==> images/wires.png <==
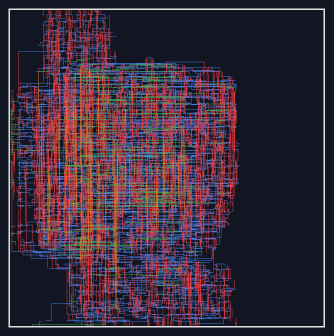
==> images/logic_types.png <==
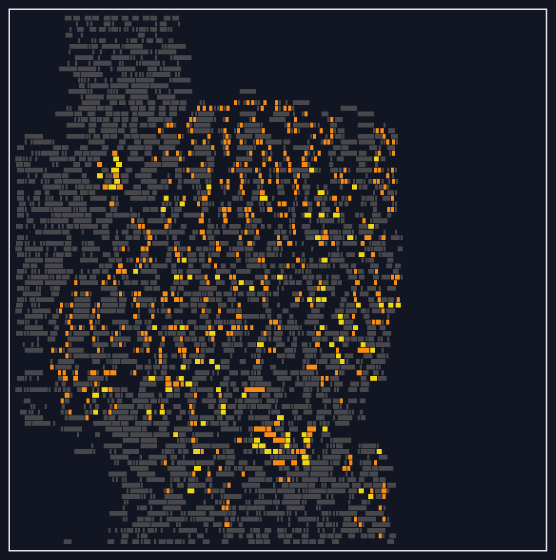
==> images/clocks.png <==
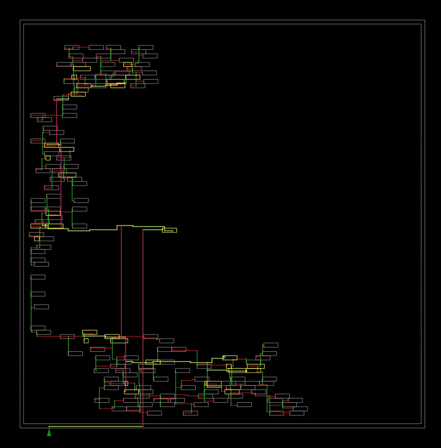
==> images/clk_routes.png <==
Scale bar: 100 microns.
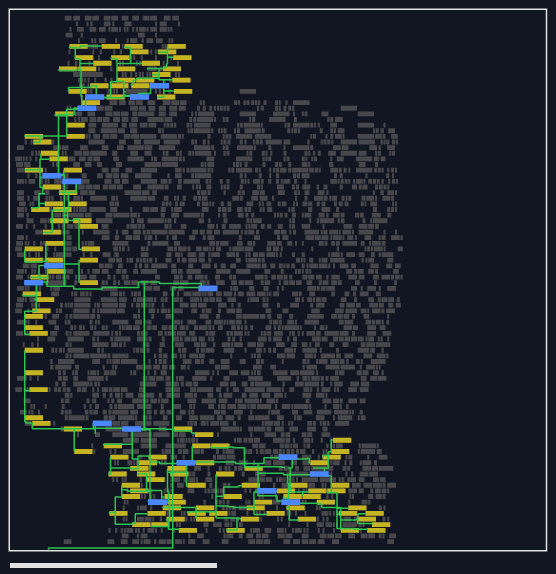
==> images/io_fan.png <==
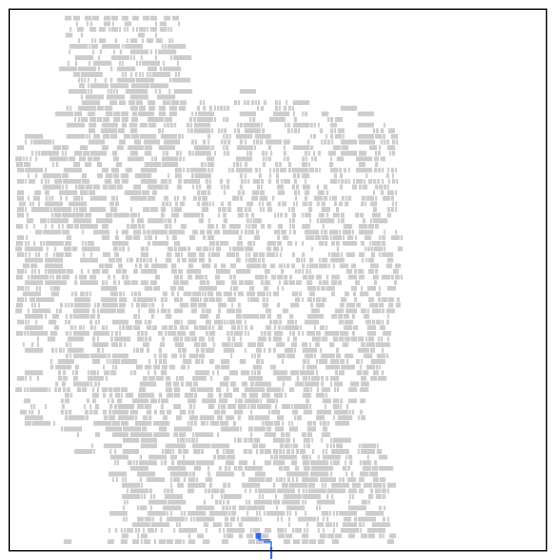
**config.mk**
```make
export PLATFORM = sky130hd
export DESIGN_NAME = ai_player
export DESIGN_NICKNAME = d
export VERILOG_FILES = /design/src/rtl/ai_player.sv
export SDC_FILE = /design/constraint.sdc
export NUM_CORES = 1
export LEC_CHECK = 0
export CAP_MARGIN = 5
export CORE_AREA = 2 2 257 259
export CTS_BUF_LIST = sky130_fd_sc_hd__clkbuf_8 sky130_fd_sc_hd__clkbuf_16
export DETAILED_ROUTE_END_ITERATION = 8
export DIE_AREA = 0 0 259 261
export GPL_TIMING_DRIVEN = 1
export HOLD_SLACK_MARGIN = 0.05
export SLEW_MARGIN = 20
export SYNTH_ARGS = -nofsm -noshare
export SYNTH_HDL_FRONTEND = slang
export SYNTH_SLANG_ARGS = --single-unit
```
**constraint.sdc**
```tcl
create_clock -name clk -period 10.7 [get_ports clk]
set_clock_uncertainty 0.15 [all_clocks]
set_input_delay 1.605 -clock clk [delete_from_list [all_inputs] [get_ports clk]]
set_output_delay 1.605 -clock clk [all_outputs]
set_load 0.01 [all_outputs]
```
**src/rtl/ai_player.sv**
```systemverilog
// ai_player: automated Connect-4 opponent.
// On trigger (sw && player && !term) it snapshots the board and column heights,
// scans one candidate column per cycle in preference order 3,2,4,1,5,0,6,
// then registers the chosen drop position and holds a level move request.
// Ports:
//   clk            system clock (rising edge)
//   rst            asynchronous active-low reset
//   grid[97:0]     board image; [97:84] selection row (ignored),
//                  cell (c,r) at [13-2c+14r -: 2], 00 empty / 01 p0 / 10 p1
//   column_counts  height of column c at [3c+2 -: 3]
//   player         side to move, 1 = AI
//   sw             AI enable
//   term           game over, overrides everything
//   ai[6:0]        MSB bit index of chosen cell, 13-2c+14h
//   move           level-held drop request
//   busy           high in SCAN, DECIDE and MOVE
module ai_player (
  input  logic        clk,
  input  logic        rst,
  input  logic [97:0] grid,
  input  logic [20:0] column_counts,
  input  logic        player,
  input  logic        sw,
  input  logic        term,
  output logic [6:0]  ai,
  output logic        move,
  output logic        busy
);

  typedef enum logic [2:0] {IDLE, SCAN, DECIDE, MOVE, HOLD} state_t;

  state_t      state, state_nxt;
  logic        trig;
  logic [83:0] snap_grid;
  logic [20:0] snap_counts;
  logic [2:0]  k;
  logic        win_vld, blk_vld, leg_vld;
  logic [2:0]  win_col, blk_col, leg_col;

  logic [2:0]  cand_col, cand_h;
  logic [4:0]  cand_hidx;
  logic        cand_legal, cand_win, cand_blk;
  logic [2:0]  sel_col, sel_h;
  logic [4:0]  sel_hidx;
  logic [6:0]  ai_nxt;

  // The selection row is not part of the playing field.
  logic unused_sel_row;
  assign unused_sel_row = ^grid[97:84];

  assign trig = sw & player & ~term;

  function automatic logic [2:0] pref_col(input logic [2:0] idx);
    case (idx)
      3'd0:    return 3'd3;
      3'd1:    return 3'd2;
      3'd2:    return 3'd4;
      3'd3:    return 3'd1;
      3'd4:    return 3'd5;
      3'd5:    return 3'd0;
      default: return 3'd6;
    endcase
  endfunction

  // Off-board cells return 11, which matches neither player code.
  function automatic logic [1:0] cell_at(input logic [83:0] g, input int c, input int r);
    logic [6:0] idx;
    if (c < 0 || c > 6 || r < 0 || r > 5) return 2'b11;
    idx = 7'(13 - 2 * c + 14 * r);
    return g[idx -: 2];
  endfunction

  function automatic int run_len(input logic [83:0] g, input int c, input int r,
                                 input int dc, input int dr, input logic [1:0] code);
    int   n;
    logic go;
    n  = 0;
    go = 1'b1;
    for (int unsigned i = 1; i <= 3; i++) begin
      if (go && cell_at(g, c + int'(i) * dc, r + int'(i) * dr) == code) n++;
      else go = 1'b0;
    end
    return n;
  endfunction

  function automatic logic connects(input logic [83:0] g, input int c, input int h,
                                    input logic [1:0] code);
    return (run_len(g, c, h, -1,  0, code) + run_len(g, c, h, 1,  0, code) >= 3) ||
           (run_len(g, c, h,  0, -1, code) >= 3) ||
           (run_len(g, c, h, -1, -1, code) + run_len(g, c, h, 1,  1, code) >= 3) ||
           (run_len(g, c, h, -1,  1, code) + run_len(g, c, h, 1, -1, code) >= 3);
  endfunction

  // One candidate column evaluated per scan step, from the snapshot only.
  always_comb begin
    cand_col   = pref_col(k);
    cand_hidx  = 5'(3 * cand_col);
    cand_h     = snap_counts[cand_hidx +: 3];
    cand_legal = (cand_h < 3'd6);
    cand_win   = cand_legal && connects(snap_grid, int'(cand_col), int'(cand_h), 2'b10);
    cand_blk   = cand_legal && connects(snap_grid, int'(cand_col), int'(cand_h), 2'b01);
  end

  always_comb begin
    sel_col = leg_col;
    if (win_vld)      sel_col = win_col;
    else if (blk_vld) sel_col = blk_col;
    sel_hidx = 5'(3 * sel_col);
    sel_h    = snap_counts[sel_hidx +: 3];
    ai_nxt   = 7'd13 - {3'b000, sel_col, 1'b0} + 7'(14 * sel_h);
  end

  // State register
  always_ff @(posedge clk or negedge rst) begin
    if (!rst) state <= IDLE;
    else      state <= state_nxt;
  end

  // Next-state logic; term wins over every other input via trig or explicitly.
  always_comb begin
    state_nxt = state;
    case (state)
      IDLE:    if (trig) state_nxt = SCAN;
      SCAN:    if (!trig) state_nxt = IDLE;
               else if (k == 3'd6) state_nxt = DECIDE;
      DECIDE:  if (term) state_nxt = IDLE;
               else if (leg_vld) state_nxt = MOVE;
               else state_nxt = HOLD;
      MOVE:    if (!player || !sw || term) state_nxt = IDLE;
      HOLD:    if (!trig) state_nxt = IDLE;
      default: state_nxt = IDLE;
    endcase
  end

  // Outputs
  always_comb begin
    move = 1'b0;
    busy = 1'b0;
    case (state)
      SCAN, DECIDE: busy = 1'b1;
      MOVE: begin
        busy = 1'b1;
        move = 1'b1;
      end
      default: ;
    endcase
  end

  // Snapshot, scan bookkeeping and result register
  always_ff @(posedge clk or negedge rst) begin
    if (!rst) begin
      snap_grid   <= '0;
      snap_counts <= '0;
      k           <= '0;
      win_vld     <= 1'b0;
      blk_vld     <= 1'b0;
      leg_vld     <= 1'b0;
      win_col     <= '0;
      blk_col     <= '0;
      leg_col     <= '0;
      ai          <= '0;
    end else begin
      case (state)
        IDLE: if (trig) begin
          snap_grid   <= grid[83:0];
          snap_counts <= column_counts;
          k           <= '0;
          win_vld     <= 1'b0;
          blk_vld     <= 1'b0;
          leg_vld     <= 1'b0;
          win_col     <= '0;
          blk_col     <= '0;
          leg_col     <= '0;
        end
        SCAN: if (trig) begin
          k <= k + 3'd1;
          if (cand_legal && !leg_vld) begin
            leg_vld <= 1'b1;
            leg_col <= cand_col;
          end
          if (cand_win && !win_vld) begin
            win_vld <= 1'b1;
            win_col <= cand_col;
          end
          if (cand_blk && !blk_vld) begin
            blk_vld <= 1'b1;
            blk_col <= cand_col;
          end
        end
        DECIDE: if (!term && leg_vld) ai <= ai_nxt;
        default: ;
      endcase
    end
  end

endmodule

```
==> README.md <==
| Result | Value |
| --- | --- |
| Final core utilization | 35.4% |
| Maximum number of pins on one net before global-route repair | 88 |
| Number of cells on the worst hold path | 1 |
| Cells after DPL | 3,344 |
| Area fraction in and, or, nand and nor cells | 17.9% |
| Cell at the root of the clock tree | clkbuf_16 |
| Complex-gate fraction of the synthesized area | 15.9% |
| Endpoint type of the worst setup path | register |
| Highest clock rate | 100 MHz |
| Layout non-clock buf frac | 7.03% |
| Post-route fraction of the period consumed by the critical path | 93.3% |
| Mean post-synth cell area | 8.31 sq um |
| Fraction of met2 tracks used by global routing | 32.9% |
| Number of buffers on the longest clock path | 2 |
| Yosys chip area | 19,900 sq um |
| Number of tap cells inserted | 864 |
| Sequential cell area | 3250 sq um |
| Seq area share | 14.1% |
| Net count of the finished layout | 2,828 |
| Worst slew margin | 25.0% |
| Async SR Flop Fraction | 100% |
| Worst-case reg-to-reg path depth | 32 |
| ClkCell Share | 3.04% |
| Design area | 23,000 sq um |
| Clock transition at path regs | 0.06 ns |
| Data required time at the worst endpoint | 10.89 ns |
| Largest combinational cell category by area | multiplexers |
| Slack of the worst reg-to-reg path | 0.72 ns |
| Worst setup margin | 0.720 ns |
| Initial DRC Count | 1,766 |
| Critical path's most frequent cell | ha_1 |
| Vias after detailed routing | 18,400 |
| Arrival time of data at the critical path endpoint | 10.17 ns |
| Drt via density | 5.46 |
| Delay of the slowest cell on the worst path | 0.72 ns |
| TritonCTS clock tree | built |
| Kind of cell with the highest combined delay on the critical path | adder cells |
| Logic gate fraction of the total cell area | 68.9% |
| Met1 layer usage reported by global route | 26.4% |
| Global routing usage on met3 | 2.68% |
| Number of gates resized after CTS | 0 |
| Count of nets left with antenna violations after detail routing | 0 |
| Max FO, Critical Path | 16 |
| Vert. Die Dim | 261 microns |
| Final RePlAce weighted congestion | 0.982 |
| Worst hold slack after final layout | 0.325 ns |
| Number of buffers other than clock buffers in the final layout | 176 |
| Endpoint of the worst-slack reg-to-reg timing path | win_col[2] |
| Most common cell after layout, fill and taps aside | nand2_1 |
| Most frequent logic cells in the routed design | nand2_1, o21ai_0, ha_1, a21oi_1, mux2i_1 |
| ANT cells | 0 |
| Via count of the first global-routing pass | 17,400 |
| Multi-input combinational cell count | 2,040 |
| Slowest library cell on the worst path | xnor2_1 |
| Number of buffers created by CTS | 17 |
| Status | complete, no violations |
| Endpoint with the worst hold slack | ai[0] |
| Number of cells in the yosys synthesis report | 2,394 |
| Area growth from synthesis to final layout | 15.6% |
| Met1 Routed Length | 28,700 microns |
About wires.png:
- metal 1: blue (wire length 28.7 mm)
- metal 3: green (wire length 4,720 microns)
- metal 4: orange (wire length 3,290 microns)
- metal 2: red (wire length 31.6 mm)

About logic_types.png:
- inverting AOI/OAI gates: orange (cells 416; most used o21ai_0)
- AND-OR and OR-AND gates: yellow (cells 93; most used a21o_1)

About clocks.png:
number of sequential storage elements: 130
number of clock buffers in the layout: 18
clock net sink count: 130

About clk_routes.png:
- clock drivers: blue (count 17)
- clock wires: green (length 2,050 microns)
- flip-flops: yellow (count 130)
- routed clock nets: 18

About io_fan.png:
- player: blue (bits 1; direction input; edge south; end cells 1; buffers 1; wire 14.8 microns)
num ports: 133
port buffer count: 118

-- synth_stat cells, drive strengths merged, types with 77 or more instances --
cell type	instances	area share, %
xnor2	104	4.6
ha	163	10
a21oi	144	3.6
clkbuf	81	1.5
nor2	121	2.3
nand2	538	10
dfrtp	130	16
mux2	77	4.4
mux2i	141	7.1
inv	132	2.5
o21ai	179	4.6
mux4	112	13
-- flip-flops by register name (all words and copies together), names as in the netlist, 3 cells and up --
register     count
leg_col          3
state            3
snap_grid       84
snap_counts     21
ai               7
k                3
win_col          3
blk_col          3
